Cell sizes after repair:
Scale bar: 20 um.
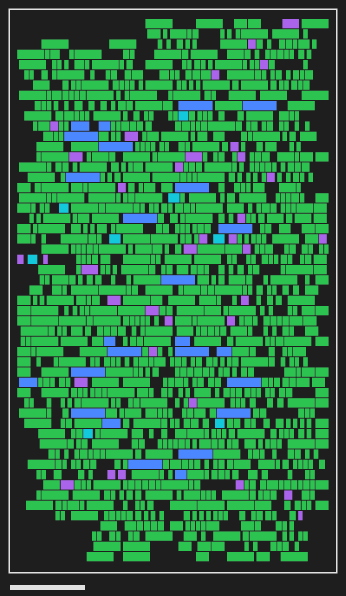
Sequential cells colored by netlist name:
Scale bar: 20 um. Other sequential cells in the stronger gray, the rest of the logic in the fainter gray.
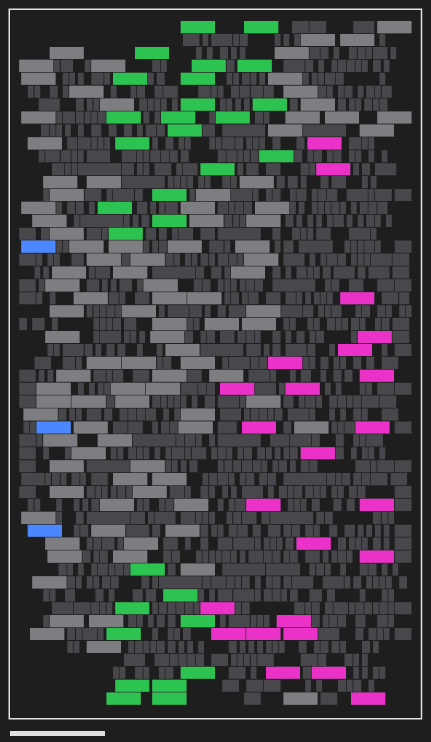
Routed metal per tile:
The die is cut into 17 by 30 equal tiles; dark blue is low, red is high, scaled to the fullest tile. Values are wire area over tile area, all layers added.
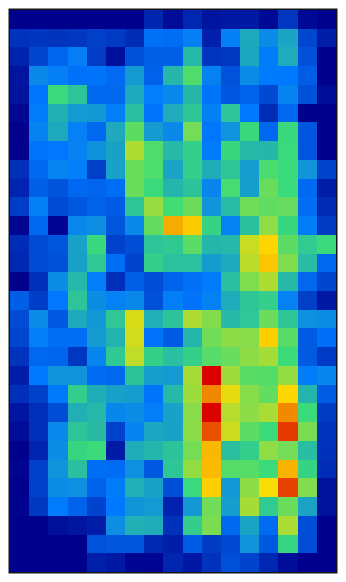
Routed clock nets over the placement:
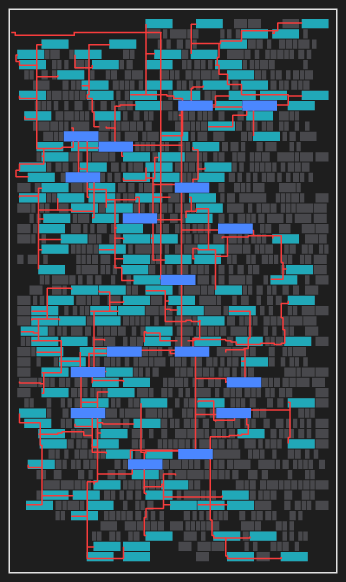
Cell placement:
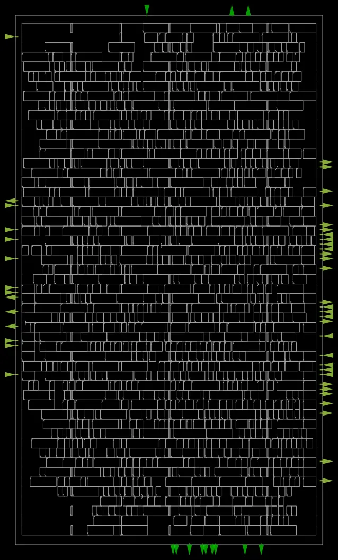
## config.mk

```make
export PLATFORM = sky130hd
export DESIGN_NAME = pmod_enc_array_flat
export DESIGN_NICKNAME = d
export VERILOG_FILES = /design/src/rtl/pmod_enc_array_pkg.sv /design/src/rtl/pmod_enc_array_if.sv /design/src/rtl/pmod_enc_array_debounce.sv /design/src/rtl/pmod_enc_array.sv /design/src/flat_wrapper.sv
export SDC_FILE = /design/constraint.sdc
export NUM_CORES = 1
export LEC_CHECK = 0
export ABC_AREA = 1
export CAP_MARGIN = 20
export CORE_ASPECT_RATIO = 1.75
export CORE_MARGIN = 1.5
export CORE_UTILIZATION = 63
export DETAILED_ROUTE_END_ITERATION = 10
export MAX_ROUTING_LAYER = met4
export PLACE_DENSITY = 0.85
export SKIP_CTS_REPAIR_TIMING = 1
export SLEW_MARGIN = 20
export SYNTH_ARGS = -nofsm -noshare
export SYNTH_HDL_FRONTEND = slang
export SYNTH_SLANG_ARGS = --single-unit
export TNS_END_PERCENT = 1
```

## constraint.sdc

```tcl
create_clock -name clk -period 3.9 [get_ports clk]
set_clock_uncertainty 0.15 [all_clocks]
set_input_delay 0.39 -clock clk [delete_from_list [all_inputs] [get_ports clk]]
set_output_delay 0.39 -clock clk [all_outputs]
set_load 0.01 [all_outputs]
```

## src/rtl/pmod_enc_array_pkg.sv

```systemverilog
// Shared defaults for the PMOD rotary-encoder array (x / y / colour display channels).
package pmod_enc_array_pkg;

  localparam int NUM_CH_DEF    = 3;
  localparam int CNT_W_DEF     = 8;
  localparam int DB_CYCLES_DEF = 1000;

  localparam logic [7:0] MAX_X      = 8'd159;
  localparam logic [7:0] MAX_Y      = 8'd119;
  localparam logic [7:0] MAX_COLOUR = 8'd255;

  // ch0 = x, ch1 = y, ch2 = colour; only the colour channel wraps.
  localparam logic [3*8-1:0] MAX_VAL_DEF = {MAX_COLOUR, MAX_Y, MAX_X};
  localparam logic [2:0]     WRAP_DEF    = 3'b100;

  // Per-channel action chosen for the current cycle.
  typedef enum logic [1:0] {
    STEP_NONE,
    STEP_UP,
    STEP_DOWN,
    STEP_LOAD
  } step_act_e;

endpackage

```

## src/rtl/pmod_enc_array_if.sv

```systemverilog
// Load request and registered outputs of the encoder array.
interface pmod_enc_array_if
  import pmod_enc_array_pkg::*;
#(
  parameter int NUM_CH = NUM_CH_DEF,
  parameter int CNT_W  = CNT_W_DEF
);
  logic                    load_en;
  logic [2:0]              load_ch;
  logic [CNT_W-1:0]        load_val;
  logic [NUM_CH*CNT_W-1:0] count;
  logic [NUM_CH-1:0]       step_pulse;
  logic [NUM_CH-1:0]       step_dir;
  logic [NUM_CH-1:0]       btn_pulse;

  modport master (
    output load_en, load_ch, load_val,
    input  count, step_pulse, step_dir, btn_pulse
  );

  modport slave (
    input  load_en, load_ch, load_val,
    output count, step_pulse, step_dir, btn_pulse
  );
endinterface

```

## src/rtl/pmod_enc_array_debounce.sv

```systemverilog
// 2-FF synchroniser followed by a stability counter for one asynchronous bit.
module enc_debounce #(
  parameter int DB_CYCLES = 1000
) (
  input  logic clk,
  input  logic rst,
  input  logic raw,
  output logic db
);
  localparam int CW = (DB_CYCLES > 2) ? $clog2(DB_CYCLES) : 1;
  localparam logic [CW-1:0] LAST = CW'(DB_CYCLES - 1);

  logic          s1, s2;
  logic [CW-1:0] cnt;

  // Synchronise, then accept the new level only after DB_CYCLES consecutive disagreeing cycles.
  always_ff @(posedge clk) begin
    if (rst) begin
      s1  <= 1'b0;
      s2  <= 1'b0;
      db  <= 1'b0;
      cnt <= '0;
    end else begin
      s1 <= raw;
      s2 <= s1;
      if (s2 == db) begin
        cnt <= '0;
      end else if (cnt == LAST) begin
        db  <= s2;
        cnt <= '0;
      end else begin
        cnt <= cnt + CW'(1);
      end
    end
  end
endmodule

```

## src/rtl/pmod_enc_array.sv

```systemverilog
// Array of quadrature encoders with per-channel saturate/wrap limits, preset load and button strobe.
module pmod_enc_array
  import pmod_enc_array_pkg::*;
#(
  parameter int                      NUM_CH    = NUM_CH_DEF,
  parameter int                      CNT_W     = CNT_W_DEF,
  parameter logic [NUM_CH*CNT_W-1:0] MAX_VAL   = MAX_VAL_DEF,
  parameter logic [NUM_CH-1:0]       WRAP      = WRAP_DEF,
  parameter int                      DB_CYCLES = DB_CYCLES_DEF
) (
  input  logic              clk,
  input  logic              rst,
  input  logic [NUM_CH-1:0] enc_a,
  input  logic [NUM_CH-1:0] enc_b,
  input  logic [NUM_CH-1:0] enc_btn,
  pmod_enc_array_if.slave   bus
);

  logic [NUM_CH-1:0] aDb, bDb, btnDb;

  for (genvar ch = 0; ch < NUM_CH; ch++) begin : gCh
    localparam logic [CNT_W-1:0] MAXV  = MAX_VAL[ch*CNT_W +: CNT_W];
    localparam logic             WRAPM = WRAP[ch];

    enc_debounce #(.DB_CYCLES(DB_CYCLES)) uA   (.clk(clk), .rst(rst), .raw(enc_a[ch]),   .db(aDb[ch]));
    enc_debounce #(.DB_CYCLES(DB_CYCLES)) uB   (.clk(clk), .rst(rst), .raw(enc_b[ch]),   .db(bDb[ch]));
    enc_debounce #(.DB_CYCLES(DB_CYCLES)) uBtn (.clk(clk), .rst(rst), .raw(enc_btn[ch]), .db(btnDb[ch]));

    logic             aPrev, btnPrev;
    logic [CNT_W-1:0] cntQ, cntD, loadClamp;
    logic             pulseQ, pulseD, dirQ, dirD, btnQ;
    step_act_e        act;

    // Pick this cycle's action: a load on this channel overrides any rotation step.
    always_comb begin
      act       = STEP_NONE;
      loadClamp = (bus.load_val > MAXV) ? MAXV : bus.load_val;
      if (bus.load_en && (bus.load_ch == 3'(ch))) begin
        act = STEP_LOAD;
      end else if (aDb[ch] && !aPrev) begin
        act = bDb[ch] ? STEP_DOWN : STEP_UP;
      end
    end

    // Apply the action with saturate or wrap at the channel limits.
    always_comb begin
      cntD   = cntQ;
      pulseD = 1'b0;
      dirD   = dirQ;
      unique case (act)
        STEP_LOAD: cntD = loadClamp;
        STEP_UP: begin
          if (cntQ != MAXV) begin
            cntD = cntQ + CNT_W'(1); pulseD = 1'b1; dirD = 1'b1;
          end else if (WRAPM) begin
            cntD = '0; pulseD = 1'b1; dirD = 1'b1;
          end
        end
        STEP_DOWN: begin
          if (cntQ != '0) begin
            cntD = cntQ - CNT_W'(1); pulseD = 1'b1; dirD = 1'b0;
          end else if (WRAPM) begin
            cntD = MAXV; pulseD = 1'b1; dirD = 1'b0;
          end
        end
        default: ;
      endcase
    end

    // Register count, strobes and edge-detect history.
    always_ff @(posedge clk) begin
      if (rst) begin
        cntQ    <= '0;
        pulseQ  <= 1'b0;
        dirQ    <= 1'b0;
        btnQ    <= 1'b0;
        aPrev   <= 1'b0;
        btnPrev <= 1'b0;
      end else begin
        cntQ    <= cntD;
        pulseQ  <= pulseD;
        dirQ    <= dirD;
        btnQ    <= btnDb[ch] & ~btnPrev;
        aPrev   <= aDb[ch];
        btnPrev <= btnDb[ch];
      end
    end

    assign bus.count[ch*CNT_W +: CNT_W] = cntQ;
    assign bus.step_pulse[ch]           = pulseQ;
    assign bus.step_dir[ch]             = dirQ;
    assign bus.btn_pulse[ch]            = btnQ;
  end

endmodule

```

## src/flat_wrapper.sv

```systemverilog
// flat-port wrapper written by rule: the top's interface ports become plain ports
module pmod_enc_array_flat import pmod_enc_array_pkg::*;
#(
  parameter int                      NUM_CH    = NUM_CH_DEF,
  parameter int                      CNT_W     = CNT_W_DEF,
  parameter logic [NUM_CH*CNT_W-1:0] MAX_VAL   = MAX_VAL_DEF,
  parameter logic [NUM_CH-1:0]       WRAP      = WRAP_DEF,
  parameter int                      DB_CYCLES = DB_CYCLES_DEF
)
  (clk, rst, enc_a, enc_b, enc_btn, bus_load_en, bus_load_ch, bus_load_val, bus_count, bus_step_pulse, bus_step_dir, bus_btn_pulse);
  pmod_enc_array_if #(.NUM_CH(NUM_CH), .CNT_W(CNT_W)) bus_i ();
  input  logic clk;
  input  logic rst;
  input  logic [NUM_CH-1:0] enc_a;
  input  logic [NUM_CH-1:0] enc_b;
  input  logic [NUM_CH-1:0] enc_btn;
  input wire logic [$bits(bus_i.load_en)-1:0] bus_load_en;
  input wire logic [$bits(bus_i.load_ch)-1:0] bus_load_ch;
  input wire logic [$bits(bus_i.load_val)-1:0] bus_load_val;
  output wire logic [$bits(bus_i.count)-1:0] bus_count;
  output wire logic [$bits(bus_i.step_pulse)-1:0] bus_step_pulse;
  output wire logic [$bits(bus_i.step_dir)-1:0] bus_step_dir;
  output wire logic [$bits(bus_i.btn_pulse)-1:0] bus_btn_pulse;
  assign bus_i.load_en = bus_load_en;
  assign bus_i.load_ch = bus_load_ch;
  assign bus_i.load_val = bus_load_val;
  assign bus_count = bus_i.count;
  assign bus_step_pulse = bus_i.step_pulse;
  assign bus_step_dir = bus_i.step_dir;
  assign bus_btn_pulse = bus_i.btn_pulse;
  pmod_enc_array #(.NUM_CH(NUM_CH), .CNT_W(CNT_W), .MAX_VAL(MAX_VAL), .WRAP(WRAP), .DB_CYCLES(DB_CYCLES)) u_core (.clk(clk), .rst(rst), .enc_a(enc_a), .enc_b(enc_b), .enc_btn(enc_btn), .bus(bus_i));
endmodule
```

==> ci_impl_report.md <==
## Implementation flow summary

| Metric | Value |
|---|---|
| Status | finished, final reports clean |
| Top logic family | simple AND/OR/NAND/NOR gates |
| Worst Setup SP | u_core.gCh[0].uA.db$_SDFFE_PP0P_ |
| Commonest non-fill, non-tap cell in the layout | nor2_1 |
| Basic Gates by Area | approximately 30% |
| TritonCTS buffer count | 17 |
| CP max FO | 10 |
| Worst slew margin | 55.4% |
| Top post-synthesis cells by area | dfxtp_1 (41%), nor2_1 (8.0%), nand2_1 (7.9%) |
| Most Crowded Layer GR | met2 |
| Final setup margin | 1.02 ns |
| R2R Path End | u_core.gCh[0].cntQ[4]$_SDFFE_PP0P_ |
| Yosys stat area | 0.00769 mm^2 |
| # diodes | 0 |
| Root buffer cell | clkbuf_16 |
| Vias in the first global route | between 6000 and 7000 |
| Die ar. | between 0.01 and 0.015 mm^2 |
| # Cells Yosys | 1073 |
| Slowest-stage cell, CP | ha_1 |
| Reg2Reg Setup Slack | 1.02 ns |
| Gate Count Post-Synth | 1073 |
| Area leader, netlist | dfxtp_1 |
| Path category of the worst min-delay check | reg -> reg |
| RSZ-0062 raised after global routing | no |
| Initial Util | 64.4% |
| P_sw | 884 uW |
| Slew @ Worst Pin | ~0.67 ns |
| Part of the cycle the worst path needs | 74.0% |
| Setup CP Type | reg -> reg |
| Synth top area share | 40.6% |
| Fmax | 347 MHz |
| Ys Warns | 0 |
| Comb area | around 0.0038 mm^2 |
| Synthesized cell area | 0.00769 mm^2 |
| Later-pin clock latency in the skew report | 0.42 ns |
| Largest regs | u_core.gCh.uA.cnt x30, u_core.gCh.uB.cnt x30, u_core.gCh.uBtn.cnt x30 |
| Floorplan Nets | ~1100 |
About 'cell sizes after repair':
Green is x1 and smaller, cells 1070, share 94%, most used nor2_1. Cyan is x3 and x4, cells 8, share 0.70%, most used clkinvlp_4. Purple is x2, cells 36, share 3.2%, most used or2_2. Blue is x6 and larger, cells 25, share 2.2%, most used clkbuf_16.

About 'sequential cells colored by netlist name':
Magenta is `u_core.gCh.cntQ`, sequential cells 24. Green is `u_core.gCh.uA.cnt`, sequential cells 30. Blue is `u_core.gCh.uBtn.s1`, sequential cells 3.
Another 99 sequential cells are not colored.
Seq area share: 35.3%
Sequential Area: 0.00312 mm^2
Util after Layout: 74.1%
P_seq: 1650 uW

About 'routed metal per tile':
The fullest tile reaches 0.68. 8.2% of the tiles are nearly empty. The emptiest ninth of the die: bottom left. The mean over all tiles is 0.21.

About 'routed clock nets over the placement':
Blue is clock-net drivers, count 17. Red is clock wires, length 1740 um. Cyan is flip-flops, count 156.
Position of the flops: spread over the die.

About 'cell placement':
tap cells: 137
Layout Cells excl Fill: 1276

Power figures rest on the tool's default switching activity, not on a simulated workload.
